clock_map.png
(6 px per um)
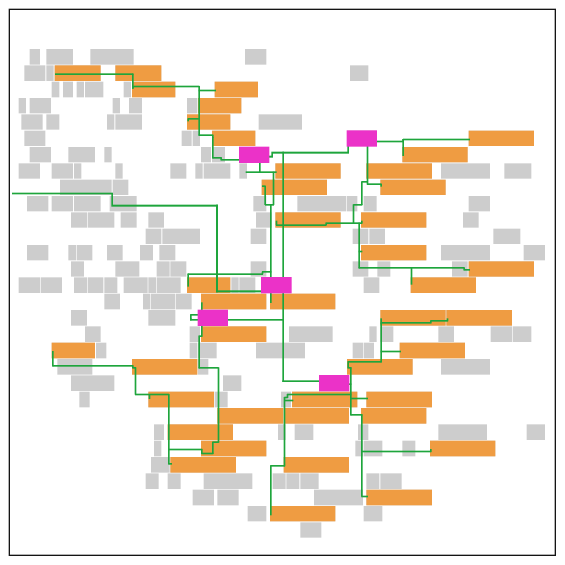
pdn.png
(4 px per um) Pins as bars on the die edge.
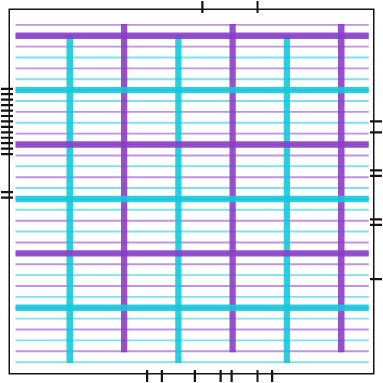
final_congestion.png
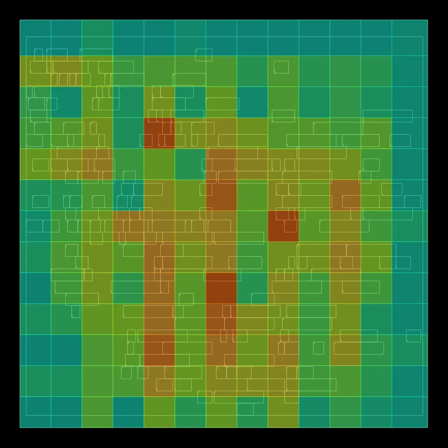
cell_classes.png
(4 px per um) Fill, decap, tap and diode cells in gray.
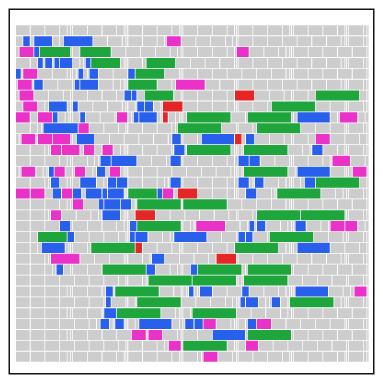
registers.png
(4 px per um)
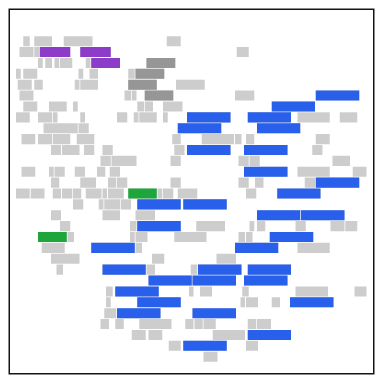
==> config.mk <==
export PLATFORM = sky130hd
export DESIGN_NAME = skid_fifo_nopass_flat
export DESIGN_NICKNAME = d
export VERILOG_FILES = /design/src/rtl/skid_fifo_nopass_if.sv /design/src/rtl/skid_fifo_nopass.sv /design/src/flat_wrapper.sv
export SDC_FILE = /design/constraint.sdc
export NUM_CORES = 1
export LEC_CHECK = 0
export CORE_UTILIZATION = 25
export DETAILED_ROUTE_END_ITERATION = 8
export PLACE_DENSITY = 0.43
export SYNTH_ARGS = -nofsm -noshare
export SYNTH_HDL_FRONTEND = slang
export SYNTH_SLANG_ARGS = --single-unit
==> constraint.sdc <==
create_clock -name clk -period 2.2 [get_ports clk]
set_input_delay 0.33 -clock clk [delete_from_list [all_inputs] [get_ports clk]]
set_output_delay 0.33 -clock clk [all_outputs]
set_load 0.02 [all_outputs]
==> out/qor.yml <==
yosysCellCount: 143
power.largest_group: "registers"
post-route-drc-count: 0
setup_viol: 0
place_hpwl_um: 3130
reg2reg_depth: 9
status: "finished clean"
synth_top_cell_by_area: "edfxtp_1"
layout_top_cells: "edfxtp_1, clkdlybuf4s50_1, buf_4"
grt_pass1_vias: 1348
initCoreUtil_pct: 26.4
yosys_warnings: 0
seq_power_share_pct: 52.0
grt-ovfl-total: 0
cts_num_sinks: 41
fp_nets: 162
ant_nets: 0
syn_to_final_growth_pct: 32.1
crit_type: "flop to primary output"
num_vias: 1298
crit_path_start_kind: "flop"
fin_nets: 207
path_delay_family: "buffers and inverters"
crit_fanout: 7
crit_arrival_ps: 1780
min_path_cells: 2
largest_reg_flops: 32
cp_num_buf_inv: 2
power.density_nw_per_um2: 657
p_comb_w: 0.000344
first_pass_iters: 4
fmaxAchievable_ghz: 0.475
cts_buffers: 5
cts_tree: "built"
p_sw_w: 0.000455
syn_inst: 143
finalClockPeriodUsage_pct: 95.7
p_comb_share_pct: 20.1
r2r_slack_ps: 170
tool_warnings: 26
routabilityCongestion: 0.712
final.min_clock_period_ps: 2110
antenna_found_initial: 0
top_area_share_pct: 48.8
Notes on clock_map.png above:
Green shows clock wires, length 516 um. Orange shows flip-flops, count 41. Magenta shows cells driving clock nets, count 5.
There are 6 routed clock nets.
Latency at later pin: 290 ps
clk_skew: 7.70 ps
Clk power: 0.000476 W
clock share of power: 27.9%

Notes on pdn.png above:
Purple shows VDD. Cyan shows VSS.
6 straps on met5. 31 signal pins sit on the boundary. 32 met1 rails follow the rows. 6 straps on met4. The core has 31 rows.
Peak VDD IR: 0.000265 V
core area: 7450 um^2
die extent in y: 90.8 um
die x size: 90.8 um

Notes on final_congestion.png above:
final core occ: 34.9%
M1 GR Usage: 13.6%
WL per Instance: 15.8 um
GRT Total Usage: 11.5%

Notes on cell_classes.png above:
Green shows flip-flops, cells 41, share of their area 46%. Red shows clock drivers and dummy loads, cells 8, share of their area 3.3%. Magenta shows other buffers and delay cells, cells 45, share of their area 18%. Blue shows all other logic, cells 95, share of their area 32%.
FP Rows: 31
sequential cell area share: 44.0%
Final Instance Area: 2600 um^2

Notes on registers.png above:
Green shows u_core.wr_ptr, sequential cells 2. Blue shows u_core.mem, sequential cells 32. Purple shows u_core.count, sequential cells 3.
FF+latch area: 1140 um^2
Power Sequential: 0.000889 W

-- repair_timing --
action,in CTS,in global routing
resized,6,6
hold buffers,0,0
setup buffers,0,0
endpoints found under the hold margin,0,0
setup endpoints to repair,6,5
-- metrics by stage --
stage,hold slack (ps),util [%],cells
floorplan,463,-,143
detailed placement,505,33.8,280
finish,516,34.9,288
CTS,518,34.8,288
global placement,476,33.8,280
global route,547,34.9,288
-- cell families (layout without fill, tap and decap cells) --
logic type               Yosys count  after routing  share of synthesized area, %
XOR/XNOR                           1              1                         0.445
buffers and inverters             16             62                          3.62
AND/OR/NAND/NOR                   60             60                          20.7
AND-OR/OR-AND                     11             11                          3.94
adder cells (fa/ha/maj)            6              6                          4.19
multiplexers                       8              8                          9.15
flip-flops                        41             41                          57.9
-- final cells by class --
type	count	area [um^2]	share of cell area, %
Sequential cell	41	1140	44.0
Multi-Input combinational cell	86	762	29.3
Timing Repair Buffer	45	453	17.4
Tap cell	99	124	4.76
Clock buffer	6	72.6	2.79
Inverter	9	36.3	1.39
Clock inverter	2	10.0	0.385
-- synth_stat cells, drive strengths merged --
library cell and n:
or2b 4, and3 1, dfxtp 9, nand4 1
a21o 2, nand2 7, nand3 4, fa 1
clkbuf 4, nor4b 5, inv 9, a21oi 2
nand2b 4, mux4 8, xor2 1, and4 1
o21ai 3, nor2b 1, a41o 2, nor2 7
and2 9, nor3 6, ha 5, buf 3
o31ai 2, or4 7, or3 2, edfxtp 32
or2 1
-- worst reg2reg max path, delay by kind of cell (launching register included) --
kind | cells | cell delay [ps]
flops | 1 | 410
compound gates | 1 | 310
xor+xnor | 1 | 160
fa+ha+maj | 3 | 790
buf+inv | 3 | 200
simple gates | 1 | 50
-- routing by layer --
metal  up-vias  wire length, um
li1        624                -
met1       639             2020
met2        29             2280
met3         6              211
met4         0               52
met5         -                0
No activity file was given, so power comes from the tool's default toggle rates.
